### config.mk
export PLATFORM = sky130hd
export DESIGN_NAME = trig_detect_flat
export DESIGN_NICKNAME = d
export VERILOG_FILES = /design/src/rtl/trig_pkg.sv /design/src/rtl/trig_detect_if.sv /design/src/rtl/trig_match.sv /design/src/rtl/trig_detect.sv /design/src/flat_wrapper.sv
export SDC_FILE = /design/constraint.sdc
export NUM_CORES = 1
export LEC_CHECK = 0
export CAP_MARGIN = 20
export CORE_ASPECT_RATIO = 0.7
export CORE_MARGIN = 3
export CORE_UTILIZATION = 40
export CTS_CLUSTER_SIZE = 12
export DETAILED_ROUTE_END_ITERATION = 10
export DONT_BUFFER_PORTS = 1
export PLACE_DENSITY_LB_ADDON = 0.15
export REMOVE_ABC_BUFFERS = 1
export SLEW_MARGIN = 30
export SYNTH_ARGS = -nofsm -noshare
export SYNTH_HDL_FRONTEND = slang
export SYNTH_SLANG_ARGS = --single-unit
### constraint.sdc
create_clock -name clk -period 3.4 [get_ports clk]
set_input_delay 1.02 -clock clk [delete_from_list [all_inputs] [get_ports clk]]
set_output_delay 1.02 -clock clk [all_outputs]
set_load 0.02 [all_outputs]
### src/rtl/trig_pkg.sv
// Shared types and default widths for the wavetrace trigger path.
// Holds the trigger FSM state enum and the width constants that the
// capture controller also uses, so both sides agree on bus sizes.
package trig_pkg;

    typedef enum logic [1:0] {
        ST_IDLE    = 2'd0,
        ST_ARMED   = 2'd1,
        ST_HOLDOFF = 2'd2,
        ST_DONE    = 2'd3
    } trig_state_e;

    localparam int TRIG_CNT_W  = 16;
    localparam int DEF_PROBE_W = 32;
    localparam int DEF_CNT_W   = 8;
    localparam int DEF_HOLD_W  = 16;
    localparam int DEF_MIN_GAP = 4;

endpackage

### src/rtl/trig_detect_if.sv
// Trigger detector control/status bundle.
// Latency: none (wires only).
// Backpressure: none; slave is the detector, master is the driver/software side.
interface trig_detect_if #(
    parameter int PROBE_W = trig_pkg::DEF_PROBE_W,
    parameter int CNT_W   = trig_pkg::DEF_CNT_W,
    parameter int HOLD_W  = trig_pkg::DEF_HOLD_W
);
    import trig_pkg::*;

    logic                  arm;
    logic                  disarm;
    logic                  rearm;
    logic [PROBE_W-1:0]    probe;
    logic [PROBE_W-1:0]    trig_value;
    logic [PROBE_W-1:0]    trig_mask;
    logic [PROBE_W-1:0]    edge_mask;
    logic [CNT_W-1:0]      match_count;
    logic [HOLD_W-1:0]     holdoff;
    logic                  trig_pulse;
    logic                  armed;
    logic                  triggered;
    logic [TRIG_CNT_W-1:0] trig_count;

    modport master (
        output arm, disarm, rearm, probe, trig_value, trig_mask, edge_mask,
               match_count, holdoff,
        input  trig_pulse, armed, triggered, trig_count
    );

    modport slave (
        input  arm, disarm, rearm, probe, trig_value, trig_mask, edge_mask,
               match_count, holdoff,
        output trig_pulse, armed, triggered, trig_count
    );

endinterface

### src/rtl/trig_match.sv
// Probe history and masked level/edge compare; cond_o is combinational on the registered samples.
// Latency: probe_i registered once; cond_o reflects the sample taken at the previous edge.
// Backpressure: none; free-running every sample clock.
// Ports: clk/rst_n, probe_i sample bus, cv_i/cm_i/ce_i captured value/mask/edge-mask, cond_o match.
module trig_match
    import trig_pkg::*;
#(
    parameter int PROBE_W = DEF_PROBE_W
) (
    input  logic               clk,
    input  logic               rst_n,
    input  logic [PROBE_W-1:0] probe_i,
    input  logic [PROBE_W-1:0] cv_i,
    input  logic [PROBE_W-1:0] cm_i,
    input  logic [PROBE_W-1:0] ce_i,
    output logic               cond_o
);

    logic [PROBE_W-1:0] probe_q;
    logic [PROBE_W-1:0] probe_qq;   // one sample older than probe_q
    logic [1:0]         hist_q;     // shifts in ones; bit 1 = both samples real

    always_ff @(posedge clk or negedge rst_n) begin
        if (!rst_n) begin
            probe_q  <= '0;
            probe_qq <= '0;
            hist_q   <= '0;
        end else begin
            probe_q  <= probe_i;
            probe_qq <= probe_q;
            hist_q   <= {hist_q[0], 1'b1};
        end
    end

    logic [PROBE_W-1:0] edge_bits;
    logic               lvl_ok;
    logic               edg_ok;

    always_comb begin
        edge_bits = ce_i & cm_i;
        lvl_ok    = (((probe_q ^ cv_i) & cm_i) == '0);
        // Edge bits must come from the opposite level, and that older
        // sample only counts once it was genuinely captured after reset.
        edg_ok    = (edge_bits == '0) ||
                    (hist_q[1] && (((probe_qq ^ cv_i) & edge_bits) == edge_bits));
        cond_o    = lvl_ok & edg_ok;
    end

endmodule

### src/rtl/trig_detect.sv
// Trigger detector: masked level/edge match, N consecutive matches, then one-cycle trig_pulse with holdoff.
// Latency: probe to trig_pulse is 2 edges at match_count<=1, +1 edge per extra required match.
// Backpressure: none; pulses are spaced by at least max(holdoff,MIN_GAP)+max(match_count,1) cycles.
// Ports: clk, rst_n (async active-low), bus (slave modport: arm/disarm/rearm, probe, config in; pulse/status out).
module trig_detect
    import trig_pkg::*;
#(
    parameter int PROBE_W = DEF_PROBE_W,
    parameter int CNT_W   = DEF_CNT_W,
    parameter int HOLD_W  = DEF_HOLD_W,
    parameter int MIN_GAP = DEF_MIN_GAP
) (
    input  logic          clk,
    input  logic          rst_n,
    trig_detect_if.slave  bus
);

    localparam logic [HOLD_W-1:0] MIN_GAP_V = HOLD_W'(MIN_GAP);

    trig_state_e           state_q, state_d;
    logic [CNT_W-1:0]      run_cnt_q, run_cnt_d;
    logic [HOLD_W-1:0]     hold_cnt_q, hold_cnt_d;
    logic [PROBE_W-1:0]    cv_q, cv_d, cm_q, cm_d, ce_q, ce_d;
    logic [CNT_W-1:0]      cmc_q, cmc_d;
    logic [HOLD_W-1:0]     chold_q, chold_d;
    logic                  crearm_q, crearm_d;
    logic                  pulse_q, pulse_d;
    logic                  triggered_q, triggered_d;
    logic [TRIG_CNT_W-1:0] trig_count_q, trig_count_d;
    logic                  cond;

    trig_match #(.PROBE_W(PROBE_W)) u_match (
        .clk     (clk),
        .rst_n   (rst_n),
        .probe_i (bus.probe),
        .cv_i    (cv_q),
        .cm_i    (cm_q),
        .ce_i    (ce_q),
        .cond_o  (cond)
    );

    logic [HOLD_W-1:0] hold_load;
    logic [CNT_W-1:0]  need_cnt;
    logic [CNT_W:0]    run_inc;
    logic              run_hit;

    always_comb begin
        hold_load = (chold_q < MIN_GAP_V) ? MIN_GAP_V : chold_q;
        need_cnt  = (cmc_q == '0) ? CNT_W'(1) : cmc_q;
        run_inc   = {1'b0, run_cnt_q} + (CNT_W+1)'(1);
        run_hit   = (run_inc >= {1'b0, need_cnt});
    end

    always_comb begin
        state_d      = state_q;
        run_cnt_d    = run_cnt_q;
        hold_cnt_d   = hold_cnt_q;
        cv_d         = cv_q;
        cm_d         = cm_q;
        ce_d         = ce_q;
        cmc_d        = cmc_q;
        chold_d      = chold_q;
        crearm_d     = crearm_q;
        pulse_d      = 1'b0;
        triggered_d  = triggered_q;
        trig_count_d = trig_count_q;

        if (bus.disarm) begin
            // Abort wins over arm and over a match landing this cycle;
            // status is kept so software can still read it.
            state_d   = ST_IDLE;
            run_cnt_d = '0;
        end else begin
            case (state_q)
                ST_IDLE: begin
                    if (bus.arm) begin
                        cv_d         = bus.trig_value;
                        cm_d         = bus.trig_mask;
                        ce_d         = bus.edge_mask;
                        cmc_d        = bus.match_count;
                        chold_d      = bus.holdoff;
                        crearm_d     = bus.rearm;
                        triggered_d  = 1'b0;
                        trig_count_d = '0;
                        run_cnt_d    = '0;
                        state_d      = ST_ARMED;
                    end
                end
                ST_ARMED: begin
                    if (!cond) begin
                        run_cnt_d = '0;
                    end else if (run_hit) begin
                        pulse_d      = 1'b1;
                        triggered_d  = 1'b1;
                        trig_count_d = (&trig_count_q) ? trig_count_q
                                                       : trig_count_q + TRIG_CNT_W'(1);
                        run_cnt_d    = '0;
                        if (crearm_q) begin
                            state_d    = ST_HOLDOFF;
                            hold_cnt_d = hold_load;
                        end else begin
                            state_d    = ST_DONE;
                        end
                    end else begin
                        run_cnt_d = (&run_cnt_q) ? run_cnt_q : run_cnt_q + CNT_W'(1);
                    end
                end
                ST_HOLDOFF: begin
                    // Holds for exactly hold_load cycles; <=1 also guards a zero load.
                    if (hold_cnt_q <= HOLD_W'(1)) begin
                        state_d   = ST_ARMED;
                        run_cnt_d = '0;
                    end else begin
                        hold_cnt_d = hold_cnt_q - HOLD_W'(1);
                    end
                end
                ST_DONE: begin
                    state_d = ST_DONE;
                end
                default: begin
                    state_d = ST_IDLE;
                end
            endcase
        end
    end

    always_ff @(posedge clk or negedge rst_n) begin
        if (!rst_n) begin
            state_q      <= ST_IDLE;
            run_cnt_q    <= '0;
            hold_cnt_q   <= '0;
            cv_q         <= '0;
            cm_q         <= '0;
            ce_q         <= '0;
            cmc_q        <= '0;
            chold_q      <= '0;
            crearm_q     <= 1'b0;
            pulse_q      <= 1'b0;
            triggered_q  <= 1'b0;
            trig_count_q <= '0;
        end else begin
            state_q      <= state_d;
            run_cnt_q    <= run_cnt_d;
            hold_cnt_q   <= hold_cnt_d;
            cv_q         <= cv_d;
            cm_q         <= cm_d;
            ce_q         <= ce_d;
            cmc_q        <= cmc_d;
            chold_q      <= chold_d;
            crearm_q     <= crearm_d;
            pulse_q      <= pulse_d;
            triggered_q  <= triggered_d;
            trig_count_q <= trig_count_d;
        end
    end

    assign bus.trig_pulse = pulse_q;
    assign bus.armed      = (state_q != ST_IDLE);
    assign bus.triggered  = triggered_q;
    assign bus.trig_count = trig_count_q;

endmodule

### src/flat_wrapper.sv
// flat-port wrapper written by rule: the top's interface ports become plain ports
module trig_detect_flat import trig_pkg::*;
#(
    parameter int PROBE_W = DEF_PROBE_W,
    parameter int CNT_W   = DEF_CNT_W,
    parameter int HOLD_W  = DEF_HOLD_W,
    parameter int MIN_GAP = DEF_MIN_GAP
)
  (clk, rst_n, bus_arm, bus_disarm, bus_rearm, bus_probe, bus_trig_value, bus_trig_mask, bus_edge_mask, bus_match_count, bus_holdoff, bus_trig_pulse, bus_armed, bus_triggered, bus_trig_count);
  trig_detect_if #(.PROBE_W(PROBE_W), .CNT_W(CNT_W), .HOLD_W(HOLD_W)) bus_i ();
  input  logic clk;
  input  logic rst_n;
  input wire logic [$bits(bus_i.arm)-1:0] bus_arm;
  input wire logic [$bits(bus_i.disarm)-1:0] bus_disarm;
  input wire logic [$bits(bus_i.rearm)-1:0] bus_rearm;
  input wire logic [$bits(bus_i.probe)-1:0] bus_probe;
  input wire logic [$bits(bus_i.trig_value)-1:0] bus_trig_value;
  input wire logic [$bits(bus_i.trig_mask)-1:0] bus_trig_mask;
  input wire logic [$bits(bus_i.edge_mask)-1:0] bus_edge_mask;
  input wire logic [$bits(bus_i.match_count)-1:0] bus_match_count;
  input wire logic [$bits(bus_i.holdoff)-1:0] bus_holdoff;
  output wire logic [$bits(bus_i.trig_pulse)-1:0] bus_trig_pulse;
  output wire logic [$bits(bus_i.armed)-1:0] bus_armed;
  output wire logic [$bits(bus_i.triggered)-1:0] bus_triggered;
  output wire logic [$bits(bus_i.trig_count)-1:0] bus_trig_count;
  assign bus_i.arm = bus_arm;
  assign bus_i.disarm = bus_disarm;
  assign bus_i.rearm = bus_rearm;
  assign bus_i.probe = bus_probe;
  assign bus_i.trig_value = bus_trig_value;
  assign bus_i.trig_mask = bus_trig_mask;
  assign bus_i.edge_mask = bus_edge_mask;
  assign bus_i.match_count = bus_match_count;
  assign bus_i.holdoff = bus_holdoff;
  assign bus_trig_pulse = bus_i.trig_pulse;
  assign bus_armed = bus_i.armed;
  assign bus_triggered = bus_i.triggered;
  assign bus_trig_count = bus_i.trig_count;
  trig_detect #(.PROBE_W(PROBE_W), .CNT_W(CNT_W), .HOLD_W(HOLD_W), .MIN_GAP(MIN_GAP)) u_core (.clk(clk), .rst_n(rst_n), .bus(bus_i));
endmodule
==> summary.txt, run 1 <==
yosys + openroad results -> MaxCap Viol Count=0, WL met3=1.91 mm, final setup fails=0, worst setup margin=371 ps, initial antenna violation count=9, WL per Instance=21.4 um, post-layout util=0.461, H-tree depth=1, clock sink total=231, Simple-Gate Area Share=0.101, Die Area=0.0279 mm2, Setup CP Type=flop to flop, Seq cells=231, FF/Latch Area=0.00578 mm2, Gate power share=0.296, Syn Area/Cell=12.3 um2, most frequent cells after synthesis=dfrtp_1, mux2_2, nand2_1, first-pass GRT wire length=39.7 mm, Pint=6800 uW, clk buf depth=3, Non-clk invs=21, gr ovfl total=0, logic area=0.00438 mm2, Complex Gates by Area=0.106, R2R depth=14, Core Util at FP=0.413, switching fraction of total power=0.352, Hold Crit Class=input pin to asynchronous set/reset pin, fin crit share=0.891, TritonCTS buffer count=25, Crit. path cell count=14, worst setup path start=u_core.run_cnt_q[2], Buf/Inv on CP=1, Final Hold Viols=0, CTS tree=done, share of cells above drive strength 1=0.235, clock network area share=0.0695, ys flop type=dfrtp_1, final slew viol count=0, top cell type's share of synthesized area=0.558, Tapcell Cnt=325, status=finished, final reports clean, crit path DRT=3810 ps, port bufs=0, Crit Reg-Reg Startpoint=u_core.run_cnt_q[2], area reported by Yosys stat=0.0104 mm2, MUX area fraction=0.136, met2 wire len=11.0 mm
[run 1: cells in the final DEF (no fill, tap or decap), types with 11 or more instances in the layout]
master and count:
dfrtp_1 231, mux2_2 122, nand2_1 80, xor2_1 66
clkbuf_16 25, inv_1 21, nand3_1 21, a31oi_1 20
o22ai_1 19, o21ai_0 19, nand4_1 17, a22oi_1 16
nor2_1 16, ha_1 16, nor4_1 11, nor3_1 11
[run 1: through the flow]
stage               TNS, ps  instances  instance area (um2)  hold slack [ps]
floorplan           -208470        810                10200              331
global placement          0       1144                10700              336
detailed placement        0       1144                10700              346
CTS                       0       1183                11500              165
global route              0       1187                11500              159
finish                    0       1187                11500              191
run_1/met1.png
Bar = 50 um. Supply wires on this layer in gray.
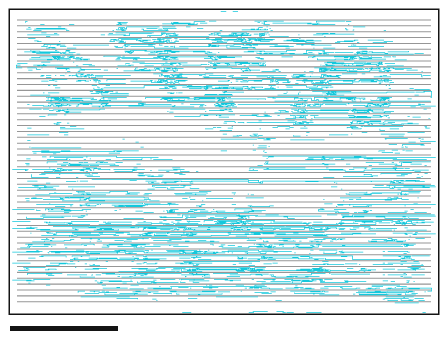
share of all routed wire: 47%
main direction: horizontal
wire length on this layer: 12,000 um
longest straight run: 81.9 um
final WL: 25.4 mm
met1 Track Usage GR: 0.265
DR vias: 6,624

run_1/met2.png
Cells faint in the background.
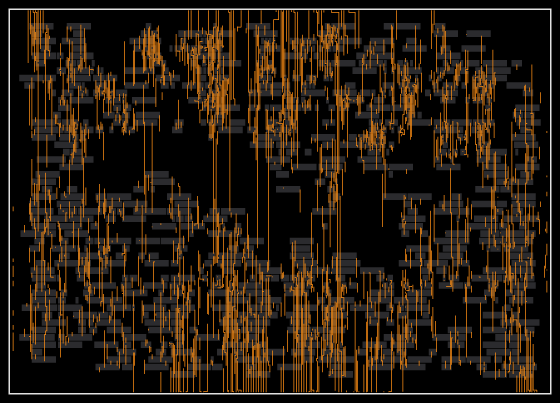
nets with wire on the layer: 900
longest straight run: 72.9 um
wire length on this layer: 11,000 um
share of all routed wire: 43%
main direction: vertical
M2 GR Usage: 0.267

run_1/met3.png
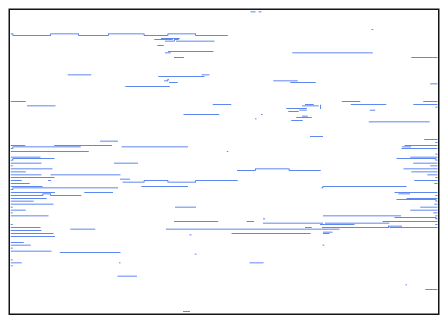
share of all routed wire: 7.5%
longest straight run: 80.0 um
wire length on this layer: 1,910 um
main direction: horizontal
nets with wire on the layer: 118
met3 usage in global routing: 0.0559

run_1/met4.png
Supply wires on this layer in gray.
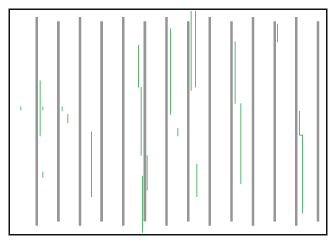
nets with wire on the layer: 11
share of all routed wire: 2.2%
main direction: vertical
longest straight run: 53.7 um

==> run 2: changes to the inputs <==
- MAX_ROUTING_LAYER: not set -> met4
run_2/met1.png
Bar = 50 um. Supply wires on this layer in gray.
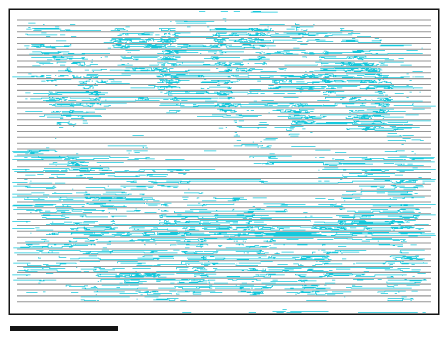
nets with wire on the layer: 934
longest straight run: 79.6 um
wire length on this layer: 12,400 um
DR vias: 6,571
met1 Track Usage GR: 0.273
final WL: 25.6 mm

==> run 2 against run 1 <==
Against the previous run: core utilization fell by 0.30 points; global-route usage rose by 0.64 points; synthesized area did not move; clock-buffer cell count rose by 1; fmax rose by 1.1%.
==> summary.txt, run 2 <==
yosys + openroad results -> status=finished, final reports clean, Crit. path cell count=14, clock network area share=0.0620, design area=0.0115 mm2, Placed Area=0.0107 mm2, port bufs=0, fin crit share=0.881, WL met3=1.70 mm, crit path DRT=3800 ps, H-tree depth=1, first-pass GRT wire length=39.8 mm, Crit Reg-Reg Startpoint=u_core.run_cnt_q[2], initial antenna violation count=10, final slew viol count=0, M2 GR Usage=0.265, logic area=0.00438 mm2, FF/Latch Area=0.00578 mm2, Top cell excl fill/tap=dfrtp_1, share of cells above drive strength 1=0.230, Setup CP Type=flop to flop, Final Non-Filler Cells=1,193, gr ovfl total=0, R2R depth=14, WL per Instance=21.5 um, Syn Area/Cell=12.3 um2, clock sink total=231
[run 2: cell types whose count changed in the layout (fill, tap and decap cells not counted), moves of 2 or more]
| cell | delta |
|---|---|
| diode_2 | +6 |
| clkbuf_1 | +5 |
| clkbuf_8 | -4 |
| bufinv_16 | -2 |
| clkinv_2 | +2 |
[run 2: cell families after synthesis]
logic type | count (synthesis) | synth area share
other | 1 | 0.000362
AOI/OAI and AO/OA | 147 | 0.106
xor gates and xnor gates | 70 | 0.0592
and+or+nand+nor | 199 | 0.101
adders and majority gates | 16 | 0.0193
buffers and inverters | 50 | 0.0196
DFF | 231 | 0.558
muxes | 125 | 0.136
[run 2: report_power, final]
part	switching, uW	internal [uW]	total (uW)
registers	991	3700	4690
logic	1630	1480	3120
clock network	1080	1390	2460
total	3700	6570	10300
==> run 3: changes to the inputs <==
- CORE_UTILIZATION: 40 -> 50
- DONT_BUFFER_PORTS: 1 -> not set
run_3/met2.png
Cells faint in the background.
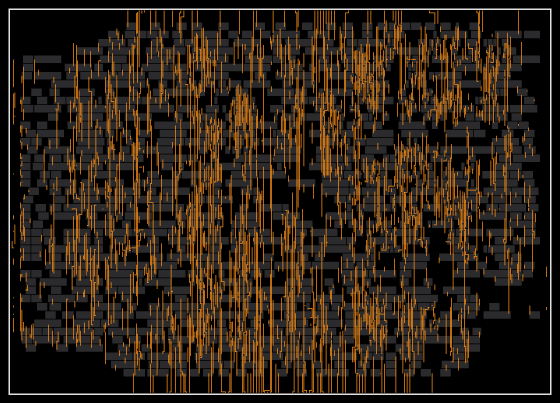
final WL: 24.6 mm
M2 GR Usage: 0.322
DR vias: 7,185

==> run 3 against run 2 <==
Against the previous run: non-clock buffer count increased by 177; combinational power increased by 13%; sequential share of layout area decreased by 6.4 points; worst setup slack got worse by 73 ps; first-iteration DRC count is 48% higher; sequential power fell by 1%; routed wire length fell by 4.1%; total power up 1.7%; fmax fell by 2.4%; cell area up 15%; via count grew 9.3%; core utilization up 20 points; critical path type unchanged; largest power group unchanged.
==> summary.txt, run 3 <==
yosys + openroad results -> status=finished, final reports clean, WL per Instance=18.9 um, area reported by Yosys stat=0.0104 mm2, share of cells above drive strength 1=0.189, Pint=6730 uW, Die Area=0.0225 mm2, Largest logic family=multiplexers, Final Hold Viols=0, clock sink total=231, final slew viol count=0, MUX area fraction=0.136, Seq group=4620 uW, Complex Gates by Area=0.106, initial antenna violation count=1, met2 wire len=10.9 mm, switching fraction of total power=0.355, XOR Share, Synth=0.0592, Syn Area/Cell=12.3 um2, Top cell excl fill/tap=dfrtp_1, clk buf depth=3, Hold Crit Class=flop to flop, adder share=0.0193, Seq pwr share=0.442, Core Util at FP=0.516, gr ovfl total=0, hold slack=353 ps, R2R depth=13
[run 3: worst max-delay path: cells and delay by family, from the launching register on]
kind                     cells  cell delay [ps]
AND/OR/NAND/NOR              6             1000
adder cells (fa/ha/maj)      1              290
AND-OR/OR-AND                4              790
flip-flops                   1              450
buffers and inverters        1              220
XOR/XNOR                     1              230
[run 3: area by class of cell]
class	instances	area [um2]	area share
clock buffer	30	622	0.0473
multi-input combinational	558	4390	0.334
inverter	21	78.8	0.00600
timing repair buffer	186	1900	0.145
sequential	231	5780	0.440
clock inverter	1	20.0	0.00152
antenna	1	2.50	0.000191
tap	270	338	0.0257
[run 3: repair_timing]
item,in CTS,in global routing
resized,0,1
buffers inserted,0,0
hold endpoints to repair,0,0
setup endpoints to repair,0,2

==> notes/layouts.md <==
Pictures saved along the way, in no particular order.

Track usage over the die.
picture 1
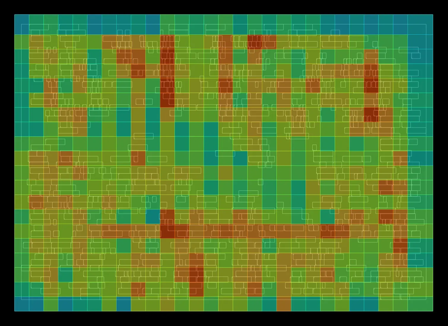
picture 2
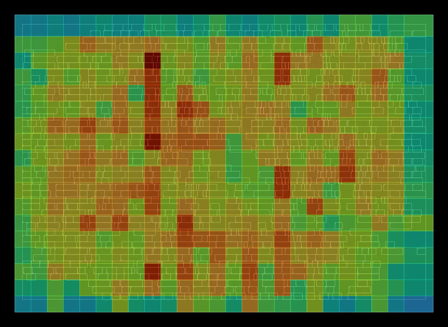
run 2: picture 1
run 3: picture 2

Power figures rest on the tool's default switching activity, not on a simulated workload.
